--- src/rtl/pipe_stage_reg_pkg.sv ---
// Shared field widths, control-bundle layout and build options for the MIPS inter-stage registers.
// Build option: PIPE_FLUSH_ZERO_DATA_EN makes a flush also clear the low payload bits (PC+4 is kept).
package pipe_pkg;

   localparam int PC_W   = 32;
   localparam int REG_W  = 32;
   localparam int RIDX_W = 5;
   localparam int EX_W   = 4;
   localparam int MEM_W  = 4;
   localparam int WB_W   = 2;
   localparam int IO_W   = 1;

   // ID/EX payload, MSB first: PC+4, A, B, SignExtImm, Rt, Rd, Rs
   localparam int IDEX_DATA_W = PC_W + 3 * REG_W + 3 * RIDX_W;
   localparam int IDEX_CTRL_W = EX_W + MEM_W + WB_W + IO_W;

   localparam int CTRL_EX_LSB  = 0;
   localparam int CTRL_MEM_LSB = CTRL_EX_LSB + EX_W;
   localparam int CTRL_WB_LSB  = CTRL_MEM_LSB + MEM_W;
   localparam int CTRL_IO_BIT  = CTRL_WB_LSB + WB_W;

   localparam logic [IDEX_CTRL_W-1:0] NOP_CTRL = '0;

`ifdef PIPE_FLUSH_ZERO_DATA_EN
   localparam bit FLUSH_ZERO_DATA = 1'b1;
`else
   localparam bit FLUSH_ZERO_DATA = 1'b0;
`endif

endpackage

--- src/rtl/pipe_stage_reg_slot.sv ---
// One pipeline entry: valid bit, control bundle and payload, with load, clear-valid and flush-zero controls.
// Under PIPE_FLUSH_ZERO_DATA_EN a flushed entry also keeps only its top KEEP_W payload bits.
module pipe_slot
   import pipe_pkg::*;
#(
   parameter int DATA_W = IDEX_DATA_W,
   parameter int CTRL_W = IDEX_CTRL_W,
   parameter int KEEP_W = PC_W
) (
   input  logic              clk,
   input  logic              reset,
   input  logic              load,
   input  logic              clear,
   input  logic              flush,
   input  logic [DATA_W-1:0] load_data,
   input  logic [CTRL_W-1:0] load_ctrl,
   output logic              valid,
   output logic [DATA_W-1:0] data,
   output logic [CTRL_W-1:0] ctrl
);

   // All-ones mask when the data-zeroing option is off, so the AND folds away.
   localparam logic [DATA_W-1:0] KEEP_MASK =
      FLUSH_ZERO_DATA ? {{KEEP_W{1'b1}}, {(DATA_W - KEEP_W){1'b0}}} : '1;

   // NOTE: sequential state uses non-blocking assignments so every slot samples pre-edge values.
   always_ff @(posedge clk) begin
      if (reset) begin
         // NOTE: payload is reset as well; it is a handful of flops, not a RAM, and stays deterministic.
         valid <= 1'b0;
         data  <= '0;
         ctrl  <= '0;
      end else if (load) begin
         valid <= 1'b1;
         data  <= flush ? (load_data & KEEP_MASK) : load_data;
         ctrl  <= flush ? '0 : load_ctrl;
      end else if (clear) begin
         valid <= 1'b0;
      end else if (flush) begin
         data <= data & KEEP_MASK;
         ctrl <= '0;
      end
   end

endmodule

--- src/rtl/pipe_stage_reg.sv ---
// Elastic MIPS pipeline register with optional skid entry, flush-to-NOP and a saturating flush counter.
// Build option: PIPE_FLUSH_ZERO_DATA_EN (see pipe_slot) also clears killed operands on flush.
module pipe_stage_reg
   import pipe_pkg::*;
#(
   parameter int DATA_W = IDEX_DATA_W,
   parameter int CTRL_W = IDEX_CTRL_W,
   parameter int KEEP_W = PC_W,
   parameter int SKID   = 1
) (
   input  logic              clk,
   input  logic              reset,
   input  logic              in_valid,
   output logic              in_ready,
   input  logic [DATA_W-1:0] in_data,
   input  logic [CTRL_W-1:0] in_ctrl,
   input  logic              flush,
   output logic              out_valid,
   input  logic              out_ready,
   output logic [DATA_W-1:0] out_data,
   output logic [CTRL_W-1:0] out_ctrl,
   output logic [15:0]       flush_cnt
);

   logic              accept;
   logic              issue;
   logic              main_valid;
   logic              main_load;
   logic              main_clear;
   logic [DATA_W-1:0] main_data;
   logic [DATA_W-1:0] main_load_data;
   logic [CTRL_W-1:0] main_ctrl;
   logic [CTRL_W-1:0] main_load_ctrl;
   logic              skid_valid;

   assign accept = in_valid & in_ready;
   assign issue  = main_valid & out_ready;

   pipe_slot #(
      .DATA_W (DATA_W),
      .CTRL_W (CTRL_W),
      .KEEP_W (KEEP_W)
   ) u_main (
      .clk       (clk),
      .reset     (reset),
      .load      (main_load),
      .clear     (main_clear),
      .flush     (flush),
      .load_data (main_load_data),
      .load_ctrl (main_load_ctrl),
      .valid     (main_valid),
      .data      (main_data),
      .ctrl      (main_ctrl)
   );

   generate
      if (SKID != 0) begin : g_skid
         logic              skid_load;
         logic              skid_clear;
         logic [DATA_W-1:0] skid_data;
         logic [CTRL_W-1:0] skid_ctrl;

         // in_ready comes straight from the skid valid flop, so stalls never form a ready chain.
         assign in_ready   = !skid_valid;
         assign skid_load  = accept & main_valid & !issue;
         assign skid_clear = skid_valid & issue;

         // FULL never accepts, so a skid refill and an upstream load cannot collide.
         assign main_load      = (accept & (!main_valid | issue)) | skid_clear;
         assign main_clear     = issue & !main_load;
         assign main_load_data = skid_valid ? skid_data : in_data;
         assign main_load_ctrl = skid_valid ? skid_ctrl : in_ctrl;

         pipe_slot #(
            .DATA_W (DATA_W),
            .CTRL_W (CTRL_W),
            .KEEP_W (KEEP_W)
         ) u_skid (
            .clk       (clk),
            .reset     (reset),
            .load      (skid_load),
            .clear     (skid_clear),
            .flush     (flush),
            .load_data (in_data),
            .load_ctrl (in_ctrl),
            .valid     (skid_valid),
            .data      (skid_data),
            .ctrl      (skid_ctrl)
         );
      end else begin : g_single
         assign skid_valid     = 1'b0;
         assign in_ready       = !main_valid | out_ready;
         assign main_load      = accept;
         assign main_clear     = issue & !accept;
         assign main_load_data = in_data;
         assign main_load_ctrl = in_ctrl;
      end
   endgenerate

   always_ff @(posedge clk) begin
      if (reset) begin
         flush_cnt <= '0;
      end else if (flush && (main_valid || skid_valid || accept) && (flush_cnt != 16'hFFFF)) begin
         flush_cnt <= flush_cnt + 16'd1;
      end
   end

   assign out_valid = main_valid;
   assign out_data  = main_data;
   assign out_ctrl  = main_valid ? main_ctrl : CTRL_W'(NOP_CTRL);

endmodule

--- config.mk ---
export PLATFORM = sky130hd
export DESIGN_NAME = pipe_stage_reg
export DESIGN_NICKNAME = d
export VERILOG_FILES = /design/src/rtl/pipe_stage_reg_pkg.sv /design/src/rtl/pipe_stage_reg_slot.sv /design/src/rtl/pipe_stage_reg.sv
export SDC_FILE = /design/constraint.sdc
export NUM_CORES = 1
export LEC_CHECK = 0
export CAP_MARGIN = 40
export CORE_UTILIZATION = 53
export DETAILED_ROUTE_END_ITERATION = 16
export HOLD_SLACK_MARGIN = 0.1
export PLACE_DENSITY = 0.85
export SLEW_MARGIN = 10
export SYNTH_ARGS = -nofsm -noshare
export SYNTH_HDL_FRONTEND = slang
export SYNTH_SLANG_ARGS = --single-unit
--- constraint.sdc ---
create_clock -name clk -period 4.1 [get_ports clk]
set_input_delay 0.82 -clock clk [delete_from_list [all_inputs] [get_ports clk]]
set_output_delay 0.82 -clock clk [all_outputs]
set_load 0.02 [all_outputs]
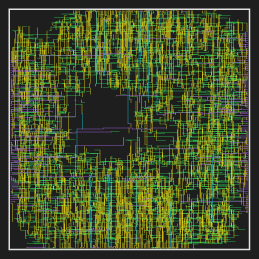
wires.png
Drawn at 1.5 px/um.
Key: metal 3 = purple [wire length 2130 um]; metal 4 = cyan [wire length 1300 um]; metal 1 = green [wire length 14300 um]; metal 2 = yellow [wire length 16900 um]
total number of vias: 11547
routed len/inst: 16.54 um
Routed Wire Length: 34700 um
GRT Total Usage: 26.41%

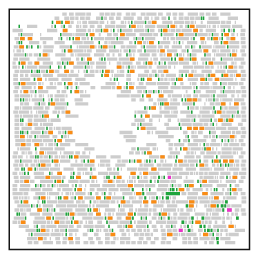
logic_types.png
Drawn at 1.5 px/um.
Key: NAND gates = green [cells 336, where spread over the die]; AND-OR and OR-AND gates = magenta [cells 3]; multiplexers = orange [cells 162, where spread over the die]
fin cells: 2098
Commonest Layout Cell: clkdlybuf4s50_1
logic share of the area: 34.04%

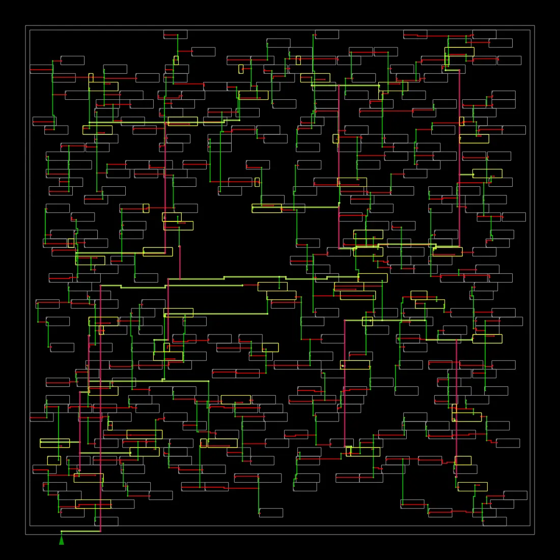
clocks.png
flip-flops: 326
Worst Skew: 0.01773 ns
number of CTS-inserted buffers: 36

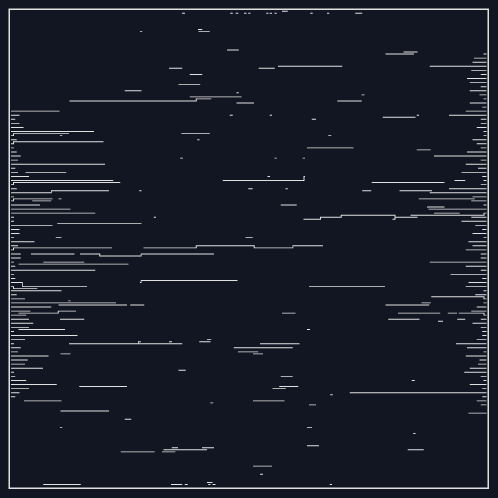
layer_met3.png
Drawn at 3 px/um.
222 nets have wire on it. The longest straight run is 45.3 um. The layer holds 6.1% of the routed length.
met3 Use GR: 5.262%

==> metrics.csv <==
metric,value,unit
worstPathMaxFanout,21,
grt_antenna_before_repair,7,
p_leak,5.960,nW
edf_count,0,
topCellsByArea,"dfxtp_1, mux2i_1, nand2_1, a211oi_1, a21oi_1",
critPathLaunchType,flip-flop,
place_area,0.01640,mm^2
required,3.28,ns
routabilityCongestion,0.8023,
path_cells,and2_1 > clkdlybuf4s50_1,
synthAdderAreaFrac,0.09556,%
crit_path_start,u_main.valid,
grt_pass1_wl,55380,um
grt_pass1_vias,10950,
pre_cts_slack,1.108,ns
rr_startpoint,u_main.valid,
peakVddDrop,363.3,uV
clockPowerShare,39.8,%
portBuffers,330,
dp.cells,2029,
setup-violations-final,0,
r2r_slack,1.71,ns
highest_layer,met4,
antennaDiodeCount,7,
p_seq,3.46,mW
path_class,reg -> out,
netlist_logic_family_top,simple AND/OR/NAND/NOR gates,
synthCells,1491,
ctsResizeCount,0,
cts_hold_buf,0,
hpwl,21480,um
powerClk,3.12,mW
clkSlewWorstSetupHoldPaths,0.06,ns
nNetsFinal,1903,
top_cell_area_share,49.84,%
bufAreaShareNonClock,19.78,%
sh_seq_area,37.20,%
cts.sinks,326,
die-area,0.02534,mm^2
syn_avg_cell_area,8.782,um^2
drive_above_1_share,4.980,%
n_fill_cell,1785,
slowest_stage,dfxtp_1,
grt_setup_unrepaired,false,
yosys_area,0.01309,mm^2
ys_cells,1491,
top_area_cell,dfxtp_1,
lay_top_cells,"clkdlybuf4s50_1, dfxtp_1, nand2_1",
cts_htree_levels,2,
hold_viol,0,
fp.dieW,159.2,um
crit_family,flip-flops,
mux_area_share,12.56,%
grt_max_degree,163,
power_frac_comb,16.1,%
ys_seq_share,49.84,%
grt-busiest-layer,met2,
num_tap_cells,324,
cts_tree,done,
setup-tns-final,0,ns
met2_length,16930,um
worst-path-stages,2,
root_buffer,clkbuf_16,
postRouteAntennaNets,0,
drtIter0Drc,1072,
nonClockInverterCount,4,
grt_use_met1,32.72,%
slew_viol_final,0,
p_switching,2.029,mW
async_flop_share,0,%
fin_crit_sh,70.98,%
period_needed,2.910,ns
reg_top3,"g_skid.u_skid.data (143), u_main.data (143), flush_cnt (16)",
timing.rr.end,u_main.data[56],
flop_area,0.006530,mm^2
ys.flops,326,
crit_end,out_ctrl[2],
whs_endpoint,u_main.ctrl[0],
max-cap-violations,0,
fin_util,72.40,%
comb_cells,1033,
io_pins,331,
worstPathArrival,2.09,ns
common_cells,"dfxtp_1, nand2_1, nor2_1",
final_area,0.01756,mm^2
die_y,159.2,um
status,completed,
setup_slack,1.190,ns
hp-start,u_main.ctrl[0],
nClkBuffers,51,
cts_max_path_buffers,3,
holdPathStages,2,
drc,0,
max_freq,343.6,MHz
p_comb,1.26,mW
routed_via_density,5.504,
grt.overflow.total,0,
yosys.cell_count.top_type,dfxtp_1,
clk_latency,0.51,ns
synthAoiAreaFrac,16.14,%
buffers,342,
slew_headroom,32.28,%
path_buffers,1,
powerDensity,447.0,mW/mm^2
syn_area,0.01309,mm^2
holdWs,0.4509,ns
dr.pass1.iters,6,
critPathMaxStageDelay,0.74,ns
power_leader,registers,
yosysUniqueCellTypes,37,
logic_area,0.005976,mm^2
clk_share,6.486,%
p_int,5.818,mW
fp_util,54.00,%
synth-main-ff-cell,dfxtp_1,
fp-row-count,57,
use_met2,44.46,%
warnings,38,
design.core.area,0.02425,mm^2
r2r_cells,5,
hold_path.class,reg -> reg,
worstMarginPinSlew,1.016,ns
wl_met3,2132,um
postCtsSetupBuffers,0,
fp_nets,1651,
sw_frac_of_total,25.86,%
ys_sh_simple,16.65,%
worst_setup_path_end_kind,output port,
dominant-cell-class,registers,
wirelength_met1,14340,um
area_growth,34.08,%
yosysWarnings,0,
xor_share,0,%
total_power,7.847,mW
power_frac_seq,44.2,%
